run_1/clock_map.png
Scale bar: 50 microns.
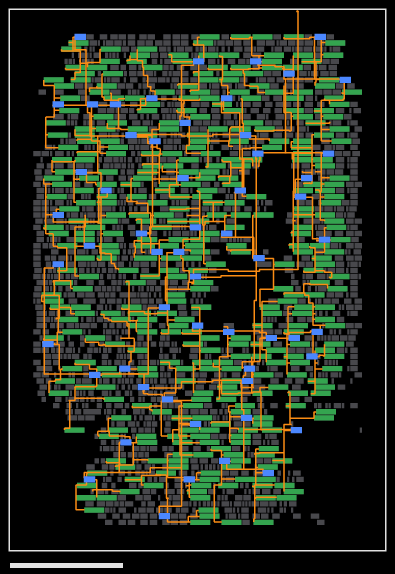
run_1/cell_classes.png
Scale bar: 50 microns.
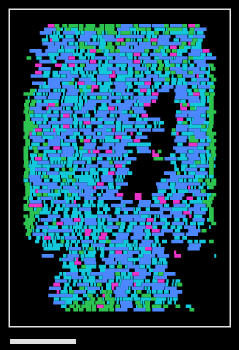
run_1/gate_families.png
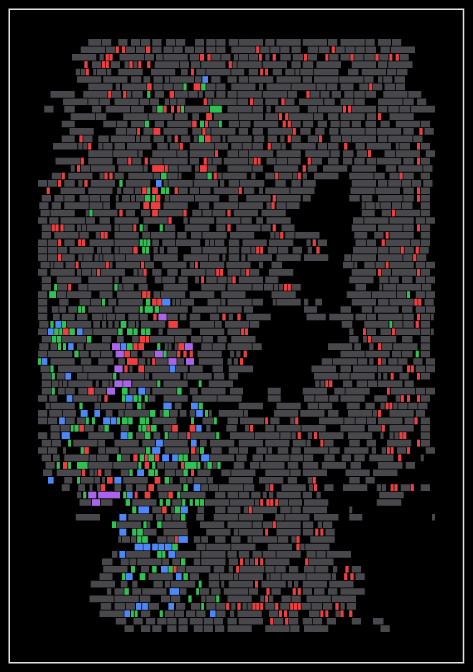
File: src/rtl/if_stage_pkg.sv
// Shared types and constants for the instruction-fetch front end.
package if_stage_pkg;

    // Default first fetch address after reset.
    localparam logic [63:0] RESET_PC_DEFAULT = 64'h0000_0000_8000_0000;

    // Canonical NOP (addi x0, x0, 0). Shown on id_inst whenever id_valid is low.
    localparam logic [31:0] INST_NOP = 32'h0000_0013;

    // Front-end sequencing states.
    typedef enum logic [1:0] {
        IF_BOOT  = 2'd0,
        IF_RUN   = 2'd1,
        IF_DRAIN = 2'd2
    } if_state_e;

    // One instruction-buffer / pending-queue entry.
    typedef struct packed {
        logic [63:0] addr;
        logic [31:0] inst;
    } fetch_entry_t;

    // Fetch addresses are always word aligned; the low two bits are dropped.
    function automatic logic [63:0] align_pc(input logic [63:0] pc);
        return {pc[63:2], 2'b00};
    endfunction

endpackage

File: src/rtl/if_stage_if.sv
// Bus bundle between the fetch stage, instruction memory, decode and the
// branch-resolution logic.
//
// Handshake rules: a request or instruction moves on a rising clk edge where
// its valid and ready are both high. A producer's valid never depends on the
// consumer's ready in the same cycle. A redirect may withdraw a valid that has
// not yet been accepted (that request or instruction is flushed). The memory
// response channel has no ready: the fetch stage always takes a response.
interface if_stage_if;

    logic        imem_req_valid;
    logic        imem_req_ready;
    logic [63:0] imem_req_addr;
    logic        imem_resp_valid;
    logic [31:0] imem_resp_data;

    logic        id_valid;
    logic        id_ready;
    logic [31:0] id_inst;
    logic [63:0] id_inst_addr;

    logic        redirect_valid;
    logic [63:0] redirect_pc;

    // Fetch-stage side.
    modport master (
        output imem_req_valid,
        output imem_req_addr,
        input  imem_req_ready,
        input  imem_resp_valid,
        input  imem_resp_data,
        output id_valid,
        output id_inst,
        output id_inst_addr,
        input  id_ready,
        input  redirect_valid,
        input  redirect_pc
    );

    // Environment side: memory, decode and branch resolution.
    modport slave (
        input  imem_req_valid,
        input  imem_req_addr,
        output imem_req_ready,
        output imem_resp_valid,
        output imem_resp_data,
        input  id_valid,
        input  id_inst,
        input  id_inst_addr,
        output id_ready,
        output redirect_valid,
        output redirect_pc
    );

endinterface

File: src/rtl/if_stage_inst_fifo.sv
// Small circular FIFO of {addr, inst} entries with synchronous flush and an
// occupancy count. Used both as the instruction buffer and as the queue of
// addresses whose memory responses are still due.
module if_stage_inst_fifo
    import if_stage_pkg::*;
#(
    parameter int DEPTH = 2,
    localparam int CNT_W = $clog2(DEPTH + 1)
) (
    input  logic               clk,
    input  logic               rst,
    input  logic               flush,
    input  logic               push,
    input  fetch_entry_t       push_entry,
    input  logic               pop,
    output fetch_entry_t       head,
    output logic [CNT_W-1:0]   count
);

    localparam int PTR_W = (DEPTH > 1) ? $clog2(DEPTH) : 1;

    fetch_entry_t     mem_q [DEPTH];
    fetch_entry_t     mem_d [DEPTH];
    logic [PTR_W-1:0] rd_ptr_q, rd_ptr_d;
    logic [PTR_W-1:0] wr_ptr_q, wr_ptr_d;
    logic [CNT_W-1:0] count_q, count_d;
    logic             pop_ok;

    // Pointer advance with wrap at DEPTH (works for non power-of-two depths).
    function automatic logic [PTR_W-1:0] ptr_next(input logic [PTR_W-1:0] p);
        return (p == PTR_W'(DEPTH - 1)) ? '0 : p + PTR_W'(1);
    endfunction

    // Popping an empty FIFO is ignored. Pushes are not checked against full:
    // the owner's credit scheme guarantees there is always room.
    assign pop_ok = pop & (count_q != '0);

    // Next-state for storage, pointers and count; flush wins over push/pop.
    always_comb begin
        mem_d    = mem_q;
        rd_ptr_d = rd_ptr_q;
        wr_ptr_d = wr_ptr_q;
        count_d  = count_q;
        if (flush) begin
            rd_ptr_d = '0;
            wr_ptr_d = '0;
            count_d  = '0;
        end else begin
            if (push) begin
                mem_d[wr_ptr_q] = push_entry;
                wr_ptr_d        = ptr_next(wr_ptr_q);
            end
            if (pop_ok) begin
                rd_ptr_d = ptr_next(rd_ptr_q);
            end
            count_d = count_q + CNT_W'(push) - CNT_W'(pop_ok);
        end
    end

    // Register all FIFO state.
    always_ff @(posedge clk or posedge rst) begin
        if (rst) begin
            for (int i = 0; i < DEPTH; i++) begin
                mem_q[i] <= '0;
            end
            rd_ptr_q <= '0;
            wr_ptr_q <= '0;
            count_q  <= '0;
        end else begin
            mem_q    <= mem_d;
            rd_ptr_q <= rd_ptr_d;
            wr_ptr_q <= wr_ptr_d;
            count_q  <= count_d;
        end
    end

    assign head  = mem_q[rd_ptr_q];
    assign count = count_q;

endmodule

File: src/rtl/if_stage.sv
// Instruction-fetch front end: owns the PC, issues instruction-memory
// requests under a credit limit, pairs in-order responses with their
// addresses, buffers them for decode and discards responses made stale by a
// redirect.
module if_stage
    import if_stage_pkg::*;
#(
    parameter logic [63:0] RESET_PC  = RESET_PC_DEFAULT,
    parameter int          BUF_DEPTH = 2
) (
    input  logic       clk,
    input  logic       rst,
    if_stage_if.master bus,
    output if_state_e  dbg_state
);

    localparam int CNT_W = $clog2(BUF_DEPTH + 1);

    if_state_e        state_q, state_d;
    logic [63:0]      fetch_pc_q, fetch_pc_d;
    logic [CNT_W-1:0] outstanding_q, outstanding_d;
    logic [CNT_W-1:0] drop_cnt_q, drop_cnt_d;

    logic [CNT_W-1:0] buf_count;
    logic [CNT_W-1:0] pend_count;
    fetch_entry_t     buf_head;
    fetch_entry_t     pend_head;
    fetch_entry_t     resp_entry;
    fetch_entry_t     pend_entry;

    logic [CNT_W-1:0] in_flight;
    logic [CNT_W-1:0] stale_total;
    logic             req_valid;
    logic             req_fire;
    logic             resp_drop;
    logic             resp_take;
    logic             id_valid;
    logic             id_pop;
    logic             unused_pend_bits;

    // Requests in flight plus buffered instructions never exceed BUF_DEPTH,
    // so these sums fit in CNT_W bits. outstanding and drop_cnt are never both
    // non-zero (requests only issue once draining has finished), so their sum
    // also fits.
    assign in_flight   = outstanding_q + buf_count;
    assign stale_total = outstanding_q + drop_cnt_q;

    // Request issue: running, not being redirected, and a buffer slot is
    // reserved for every request that could come back.
    assign req_valid = (state_q == IF_RUN) & ~bus.redirect_valid
                     & (in_flight < CNT_W'(BUF_DEPTH));
    assign req_fire  = req_valid & bus.imem_req_ready;

    // Response classification. A response with nothing outstanding and
    // nothing to drop is a protocol violation and falls through both terms.
    assign resp_drop = bus.imem_resp_valid & (drop_cnt_q != '0);
    assign resp_take = bus.imem_resp_valid & (drop_cnt_q == '0)
                     & (outstanding_q != '0) & ~bus.redirect_valid;

    // Decode side: a redirect hides the head entry in the cycle it flushes it.
    assign id_valid = (buf_count != '0) & ~bus.redirect_valid;
    assign id_pop   = id_valid & bus.id_ready;

    assign pend_entry = '{addr: fetch_pc_q, inst: 32'h0};
    assign resp_entry = '{addr: pend_head.addr, inst: bus.imem_resp_data};

    // Addresses of accepted requests, popped as their responses return.
    if_stage_inst_fifo #(.DEPTH(BUF_DEPTH)) u_pend_q (
        .clk        (clk),
        .rst        (rst),
        .flush      (bus.redirect_valid),
        .push       (req_fire),
        .push_entry (pend_entry),
        .pop        (resp_take),
        .head       (pend_head),
        .count      (pend_count)
    );

    // Returned instructions waiting for decode.
    if_stage_inst_fifo #(.DEPTH(BUF_DEPTH)) u_inst_buf (
        .clk        (clk),
        .rst        (rst),
        .flush      (bus.redirect_valid),
        .push       (resp_take),
        .push_entry (resp_entry),
        .pop        (id_pop),
        .head       (buf_head),
        .count      (buf_count)
    );

    // The pending queue carries addresses only, and its count mirrors
    // outstanding_q; those bits are deliberately left unused.
    assign unused_pend_bits = ^{pend_head.inst, pend_count};

    // Next-state for PC, request/drop bookkeeping and sequencing.
    always_comb begin
        state_d       = state_q;
        fetch_pc_d    = fetch_pc_q;
        outstanding_d = outstanding_q;
        drop_cnt_d    = drop_cnt_q;
        if (bus.redirect_valid) begin
            // Everything still due from memory becomes stale; a response in
            // this very cycle is one of them and is discarded now.
            fetch_pc_d    = align_pc(bus.redirect_pc);
            outstanding_d = '0;
            drop_cnt_d    = stale_total
                          - ((bus.imem_resp_valid && (stale_total != '0)) ? CNT_W'(1) : '0);
            state_d       = (drop_cnt_d != '0) ? IF_DRAIN : IF_RUN;
        end else begin
            if (req_fire) begin
                fetch_pc_d = fetch_pc_q + 64'd4;
            end
            outstanding_d = outstanding_q + CNT_W'(req_fire) - CNT_W'(resp_take);
            if (resp_drop) begin
                drop_cnt_d = drop_cnt_q - CNT_W'(1);
            end
            case (state_q)
                IF_BOOT:  state_d = IF_RUN;
                IF_RUN:   state_d = IF_RUN;
                IF_DRAIN: if (drop_cnt_d == '0) state_d = IF_RUN;
                default:  state_d = IF_BOOT;
            endcase
        end
    end

    // State register for the whole fetch controller.
    always_ff @(posedge clk or posedge rst) begin
        if (rst) begin
            state_q       <= IF_BOOT;
            fetch_pc_q    <= RESET_PC;
            outstanding_q <= '0;
            drop_cnt_q    <= '0;
        end else begin
            state_q       <= state_d;
            fetch_pc_q    <= fetch_pc_d;
            outstanding_q <= outstanding_d;
            drop_cnt_q    <= drop_cnt_d;
        end
    end

    assign bus.imem_req_valid = req_valid;
    assign bus.imem_req_addr  = fetch_pc_q;
    assign bus.id_valid       = id_valid;
    assign bus.id_inst        = id_valid ? buf_head.inst : INST_NOP;
    assign bus.id_inst_addr   = id_valid ? buf_head.addr : 64'h0;
    assign dbg_state          = state_q;

endmodule

File: src/flat_wrapper.sv
// flat-port wrapper written by rule: the top's interface ports become plain ports
module if_stage_flat import if_stage_pkg::*;
#(
    parameter logic [63:0] RESET_PC  = RESET_PC_DEFAULT,
    parameter int          BUF_DEPTH = 2
)
  (clk, rst, dbg_state, bus_imem_req_valid, bus_imem_req_addr, bus_imem_req_ready, bus_imem_resp_valid, bus_imem_resp_data, bus_id_valid, bus_id_inst, bus_id_inst_addr, bus_id_ready, bus_redirect_valid, bus_redirect_pc);
  if_stage_if bus_i ();
  input  logic clk;
  input  logic rst;
  output if_state_e dbg_state;
  output wire logic [$bits(bus_i.imem_req_valid)-1:0] bus_imem_req_valid;
  output wire logic [$bits(bus_i.imem_req_addr)-1:0] bus_imem_req_addr;
  input wire logic [$bits(bus_i.imem_req_ready)-1:0] bus_imem_req_ready;
  input wire logic [$bits(bus_i.imem_resp_valid)-1:0] bus_imem_resp_valid;
  input wire logic [$bits(bus_i.imem_resp_data)-1:0] bus_imem_resp_data;
  output wire logic [$bits(bus_i.id_valid)-1:0] bus_id_valid;
  output wire logic [$bits(bus_i.id_inst)-1:0] bus_id_inst;
  output wire logic [$bits(bus_i.id_inst_addr)-1:0] bus_id_inst_addr;
  input wire logic [$bits(bus_i.id_ready)-1:0] bus_id_ready;
  input wire logic [$bits(bus_i.redirect_valid)-1:0] bus_redirect_valid;
  input wire logic [$bits(bus_i.redirect_pc)-1:0] bus_redirect_pc;
  assign bus_imem_req_valid = bus_i.imem_req_valid;
  assign bus_imem_req_addr = bus_i.imem_req_addr;
  assign bus_i.imem_req_ready = bus_imem_req_ready;
  assign bus_i.imem_resp_valid = bus_imem_resp_valid;
  assign bus_i.imem_resp_data = bus_imem_resp_data;
  assign bus_id_valid = bus_i.id_valid;
  assign bus_id_inst = bus_i.id_inst;
  assign bus_id_inst_addr = bus_i.id_inst_addr;
  assign bus_i.id_ready = bus_id_ready;
  assign bus_i.redirect_valid = bus_redirect_valid;
  assign bus_i.redirect_pc = bus_redirect_pc;
  if_stage #(.RESET_PC(RESET_PC), .BUF_DEPTH(BUF_DEPTH)) u_core (.clk(clk), .rst(rst), .bus(bus_i), .dbg_state(dbg_state));
endmodule
File: config.mk
export PLATFORM = sky130hd
export DESIGN_NAME = if_stage_flat
export DESIGN_NICKNAME = d
export VERILOG_FILES = /design/src/rtl/if_stage_pkg.sv /design/src/rtl/if_stage_if.sv /design/src/rtl/if_stage_inst_fifo.sv /design/src/rtl/if_stage.sv /design/src/flat_wrapper.sv
export SDC_FILE = /design/constraint.sdc
export NUM_CORES = 1
export LEC_CHECK = 0
export CORE_ASPECT_RATIO = 1.5
export CORE_MARGIN = 10
export CORE_UTILIZATION = 57
export CTS_BUF_LIST = sky130_fd_sc_hd__clkbuf_8
export CTS_CLUSTER_SIZE = 24
export DETAILED_ROUTE_END_ITERATION = 7
export GPL_ROUTABILITY_DRIVEN = 1
export PLACE_DENSITY = 0.89
export SETUP_SLACK_MARGIN = 0.15
export SYNTH_ARGS = -nofsm -noshare
export SYNTH_HDL_FRONTEND = slang
export SYNTH_SLANG_ARGS = --single-unit
File: constraint.sdc
create_clock -name clk -period 14.7 [get_ports clk]
set_input_delay 1.47 -clock clk [delete_from_list [all_inputs] [get_ports clk]]
set_output_delay 1.47 -clock clk [all_outputs]
set_load 0.005 [all_outputs]
==> impl_metrics.ini, run 1 <==
; implementation run metrics
[synthesis]
synthTopCellsByCount = 387 x dfrtp_1, 242 x nor2_1, 191 x mux2_2
yosys_cells = 1663
top_logic_kind = multiplexers
largest_area_cell = dfrtp_1
synthFlopType = dfrtp_1

[clock_tree]
cts_max_level = 2
cts_buffer_depth = 3
path_clk_slew_ns = 0.06
post-cts-setup-buffer-count = 0

[job]
log.warning_count = 32

[global_routing]
met1_usage_pct = 28.99
grt.met2_usage_pct = 41.99
use_met3_pct = 5.133
grt_max_degree = 198
first_global_vias = 14730

[status]
outcome = finished clean

[final_layout]
drive_gt1_share_pct = 16.46
seq_cell_count = 388
largest_class = flip-flops and latches
synthToLayoutAreaGrowth_pct = 21.81
final_common_cell = dfrtp_1
inverters = 27
clock_area_share_pct = 5.124

[detailed_routing]
drtIter0Drc = 1374
wl_microns = 51180
routedLengthMet1_microns = 19600

[timing]
setup-violations-final = 0
timing.final.max_slew_violations = 0
worstMarginPinSlew_ns = 1.117
clock_skew_ns = 0.06254
maxSlewHeadroom_pct = 24.76

[die]
dieArea_sq_um = 39670
rows = 80

[power_and_ir_drop]
total_power_mw = 3.167
ir_drop_mv = 0.08237
p_per_area_nw_per_um2 = 142.7

[placed_design]
hpwl_microns = 33630
gp_congestion = 0.9098

[worst_hold_path]
hp-class = reg -> reg

[critical_path]
end_kind = output pin
Back to the opening pictures, clock_map.png:
cells driving clock nets: drawn in blue, count 57. clock wires: drawn in orange, length 4790 microns. flip-flops: drawn in green, count 388.
Position of the flops: all over the die. There are 58 routed clock nets.

Back to the opening pictures, cell_classes.png:
all other logic: drawn in cyan, cells 1162, share of their area 37%. clock drivers and dummy loads: drawn in magenta, cells 102, share of their area 5.2%. other buffers and delay cells: drawn in green, cells 280, share of their area 13%. flip-flops: drawn in blue, cells 388, share of their area 45%.
Final Instance Area: 22200 sq um
core area: 31730 sq um

Back to the opening pictures, gate_families.png:
NAND gates: drawn in green, cells 161. NOR gates: drawn in red, cells 288, where all over the die. XOR/XNOR gates: drawn in purple, cells 14, where middle left. AND and OR gates: drawn in blue, cells 57.

-- run 1: stage by stage --
step	hold WS [ns]	area [sq um]	util (%)	setup slack, ns	instances
2_1_floorplan	0.4792	18230	-	2.447	1666
3_3_place_gp	0.4864	21060	66.36	9.413	2240
3_5_place_dp	0.4936	21060	66.36	9.317	2240
4_1_cts	0.5061	22200	69.95	9.311	2342
5_1_grt	0.5124	22200	69.96	9.170	2343
6_report	0.5044	22200	69.96	9.361	2343
-- run 1: registers in the layout (all words and copies together) (netlist names) --
register                    flops
u_core.dbg_state                2
u_core.u_pend_q.mem_q         124
u_core.u_pend_q.wr_ptr_q        1
u_core.bus.imem_req_addr       62
u_core.u_inst_buf.wr_ptr_q      1
u_core.u_inst_buf.count         2
u_core.u_pend_q.rd_ptr_q        1
u_core.u_inst_buf.rd_ptr_q      1
u_core.outstanding_q            2
u_core.u_inst_buf.mem_q       188
u_core.drop_cnt_q               2
u_core.u_pend_q.count           2
-- run 1: power by group --
group | switching (mW) | internal [mW]
logic | 0.348 | 0.379
registers | 0.221 | 1.36
clock network | 0.420 | 0.441
-- run 1: worst register-to-register path, stage by stage, from the launching register on --
cell and delay [ns]:
dfrtp_1 0.41, inv_1 0.11, ha_1 0.18, o211ai_1 0.25, nor2_1 0.34, and2_4 0.84
buf_4 0.83, mux2_2 0.42
-- run 1: how the worst max path moves through the flow --
| stage | to | slack (ns) | cells past startpoint |
|---|---|---|---|
| after detailed placement | bus_id_inst[1] | 9.32 | 7 |
| after global routing | bus_id_inst[1] | 9.17 | 7 |
| after global placement | bus_id_inst[1] | 9.41 | 7 |
| after floorplan | u_core.bus.imem_req_addr[10] | 2.45 | 1 |
| after CTS | bus_id_inst[1] | 9.31 | 7 |
| final | bus_id_inst[1] | 9.36 | 7 |
--- run 2 (diff from run 1) ---
Settings changed: CORE_UTILIZATION 57 to 51, PLACE_DENSITY 0.89 to 0.85.
Clock period 14.7 ns to 4.9 ns, I/O delays scaled along.
run_2/cell_classes.png
Scale bar: 50 microns.
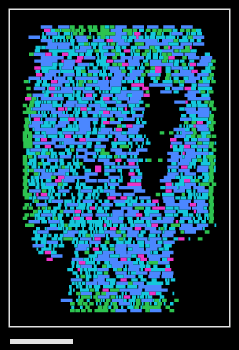
clock drivers and dummy loads: drawn in magenta, cells 104, share of their area 5.8%. flip-flops: drawn in blue, cells 388, share of their area 44%. all other logic: drawn in cyan, cells 1162, share of their area 37%. other buffers and delay cells: drawn in green, cells 285, share of their area 13%.

==> impl_metrics.ini, run 2 <==
; implementation run metrics
[final_layout]
final_common_cell = dfrtp_1
top_register = u_core.u_inst_buf.mem_q
finish.instance_area_sq_um = 22500
synthToLayoutAreaGrowth_pct = 23.47
final_util_pct = 63.90

[timing]
maxSlewHeadroom_pct = 15.14
hold_slack_ns = 0.3434
setup-violations-final = 0
clock_skew_ns = 0.03034
timing.final.max_slew_violations = 0

[detailed_routing]
routedLengthMet1_microns = 19620
wl_microns = 51330
drtIter0Drc = 1025

[power_and_ir_drop]
ir_drop_mv = 0.2957
total_power_mw = 9.675

[placed_design]
dpl_worst_slack_ns = 1.358
place_area_sq_um = 21230
hpwl_microns = 34710

[status]
outcome = finished clean

[synthesis]
largest_area_cell = dfrtp_1
yosys_cells = 1663

[clock_tree]
cts_buffer_depth = 3
path_clk_slew_ns = 0.07
cts_max_level = 2

[die]
core-area_sq_um = 35210

[critical_path]
end_kind = output pin

[worst_hold_path]
hp-class = in -> async

[job]
log.warning_count = 33
run 2: area by class of cell:
class,instances,share of cell area [%]
multi-input combinational,1135,35.38
inverter,27,0.4671
clock inverter,21,0.5394
clock buffer,83,5.077
antenna,1,0.01112
sequential,388,43.19
tap,473,2.630
timing repair buffer,285,12.70
run 2: where the power goes:
group / switching (mW) / total (mW) / internal (mW)
combinational: 1.03 / 2.17 / 1.15
clock: 1.25 / 2.79 / 1.54
sequential: 0.644 / 4.71 / 4.07
total: 2.92 / 9.67 / 6.76
run 2: cells by family (layout without fill, tap and decap cells):
family / after synthesis / after routing / synth area share (%)
fa+ha+maj: 10 / 10 / 0.6866
flops: 388 / 388 / 53.29
other cells: 1 / 5 / 0.02058
mux: 352 / 352 / 20.65
xor+xnor: 14 / 14 / 0.7484
simple gates: 506 / 506 / 12.87
buf+inv: 143 / 416 / 3.268
compound gates: 249 / 249 / 8.473
run 2: worst paths after layout:
| check | start | endpoint | slack [ns] | cells after the start |
|---|---|---|---|---|
| setup / recovery | u_core.u_inst_buf.count[1] | bus_id_inst_addr[30] | 1.30 | 4 |
| hold / removal | rst | u_core.u_inst_buf.mem_q[73] | 0.34 | 2 |
| setup reg to reg | u_core.bus.imem_req_addr[21] | u_core.bus.imem_req_addr[47] | 1.70 | 5 |
| hold reg to reg | u_core.u_pend_q.mem_q[66] | u_core.u_pend_q.mem_q[66] | 0.50 | 1 |
| max in group asynchronous | rst | u_core.u_inst_buf.mem_q[135] | 3.39 | 3 |
| min in group clk | bus_redirect_pc[27] | u_core.bus.imem_req_addr[27] | 0.43 | 3 |
run 2: worst max-delay path, delay by kind of cell (launching register included):
| kind | cells | cell delay [ns] |
|---|---|---|
| simple gates | 1 | 0.10 |
| buf+inv | 2 | 1.12 |
| flops | 1 | 0.44 |
| compound gates | 1 | 0.82 |
--- run 3 (diff from run 2) ---
Settings changed: CORE_UTILIZATION 51 to 57, PLACE_DENSITY 0.85 to 0.89.
Clock period 4.9 ns to 3.73 ns, I/O delays scaled along.
run_3/cell_classes.png
Scale bar: 50 microns.
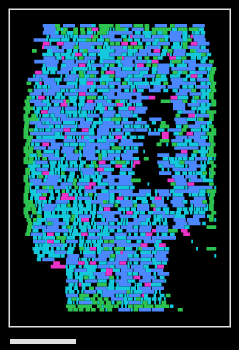
all other logic: drawn in cyan, cells 1162, share of their area 37%. other buffers and delay cells: drawn in green, cells 297, share of their area 14%. clock drivers and dummy loads: drawn in magenta, cells 90, share of their area 5.0%. flip-flops: drawn in blue, cells 388, share of their area 44%.

==> impl_metrics.ini, run 3 <==
; implementation run metrics
[synthesis]
synthCells = 1663
largest_area_cell = dfrtp_1
yosysWarnings = 0
yosys_cells = 1663

[die]
core-area_sq_um = 31730

[final_layout]
synthToLayoutAreaGrowth_pct = 22.76
final-comb-area_sq_um = 7960
top_register = u_core.u_inst_buf.mem_q
final_common_cell = dfrtp_1
final_util_pct = 70.50

[critical_path]
end_kind = output pin
endpoint = bus_id_inst_addr[12]
r2r-start = u_core.bus.imem_req_addr[2]
reg2reg_depth = 5
startpoint = u_core.u_inst_buf.rd_ptr_q
r2r_slack_ns = 0.61
r2r_end = u_core.bus.imem_req_addr[47]

[power_and_ir_drop]
total_power_mw = 12.49
ir_drop_mv = 0.3229

[timing]
clock_skew_ns = 0.03560
maxSlewHeadroom_pct = 13.73
setup-violations-final = 0
fmax_mhz = 301.6
timing.final.max_slew_violations = 0

[worst_hold_path]
min_path_cells = 3
holdCritStartpoint = bus_redirect_pc[29]
min_to = u_core.bus.imem_req_addr[29]

[status]
outcome = finished clean

[clock_tree]
post-cts-setup-buffer-count = 0
cts_buffer_depth = 3
cts_max_level = 2

[detailed_routing]
drtIter0Drc = 1336
via_per_inst = 6.160

[placed_design]
hpwl_microns = 35450

[job]
log.warning_count = 31
[run 3: cell counts after synthesis]
Identical to the previous run, type by type.
[run 3: power breakdown]
| part | total (mW) | switching, mW | internal (mW) |
|---|---|---|---|
| Combinational | 2.95 | 1.43 | 1.52 |
| Clock | 3.34 | 1.59 | 1.75 |
| Sequential | 6.20 | 0.858 | 5.35 |
[run 3: metal layers]
metal	routed length [microns]	up-vias	track usage [%]
met5	0	-	0
met4	3052	0	15.10
met3	3710	194	4.557
met2	25970	725	43.08
met1	18990	7137	29.16
li1	-	6408	-
[run 3: layout make-up]
class / count / share of cell area (%)
flip-flops and latches: 388 / 43.44
multi-input cells: 1135 / 35.58
repair buffers: 297 / 13.35
clock buffers: 67 / 4.122
well taps: 410 / 2.293
clock inverters: 23 / 0.7327
inverters: 27 / 0.4698
diodes: 1 / 0.01119
[run 3: worst max-delay path, stage by stage, from the launching register on]
cell and delay (ns):
dfrtp_4 0.80, buf_12 0.33, mux2i_1 0.52, nor2_1 0.13, clkdlybuf4s50_1 0.51
[run 3: logic make-up (layout without fill, tap and decap cells)]
family | after synthesis | count (layout) | share of synthesized area [%]
XOR/XNOR | 14 | 14 | 0.7484
AND-OR/OR-AND | 249 | 249 | 8.473
buffers and inverters | 143 | 414 | 3.268
AND/OR/NAND/NOR | 506 | 506 | 12.87
other | 1 | 5 | 0.02058
flip-flops | 388 | 388 | 53.29
adder cells (fa/ha/maj) | 10 | 10 | 0.6866
multiplexers | 352 | 352 | 20.65
[run 3: metrics by stage]
step                hold WS [ns]  setup WS (ns)  instance area (sq um)
floorplan                 0.4792         -1.860                  18240
global placement          0.4864         0.7677                  21280
detailed placement        0.4949         0.7014                  21280
CTS                       0.2936         0.5327                  22370
global route              0.3352         0.3502                  22370
finish                    0.3135         0.4138                  22370
No activity file was given, so power comes from the tool's default toggle rates.
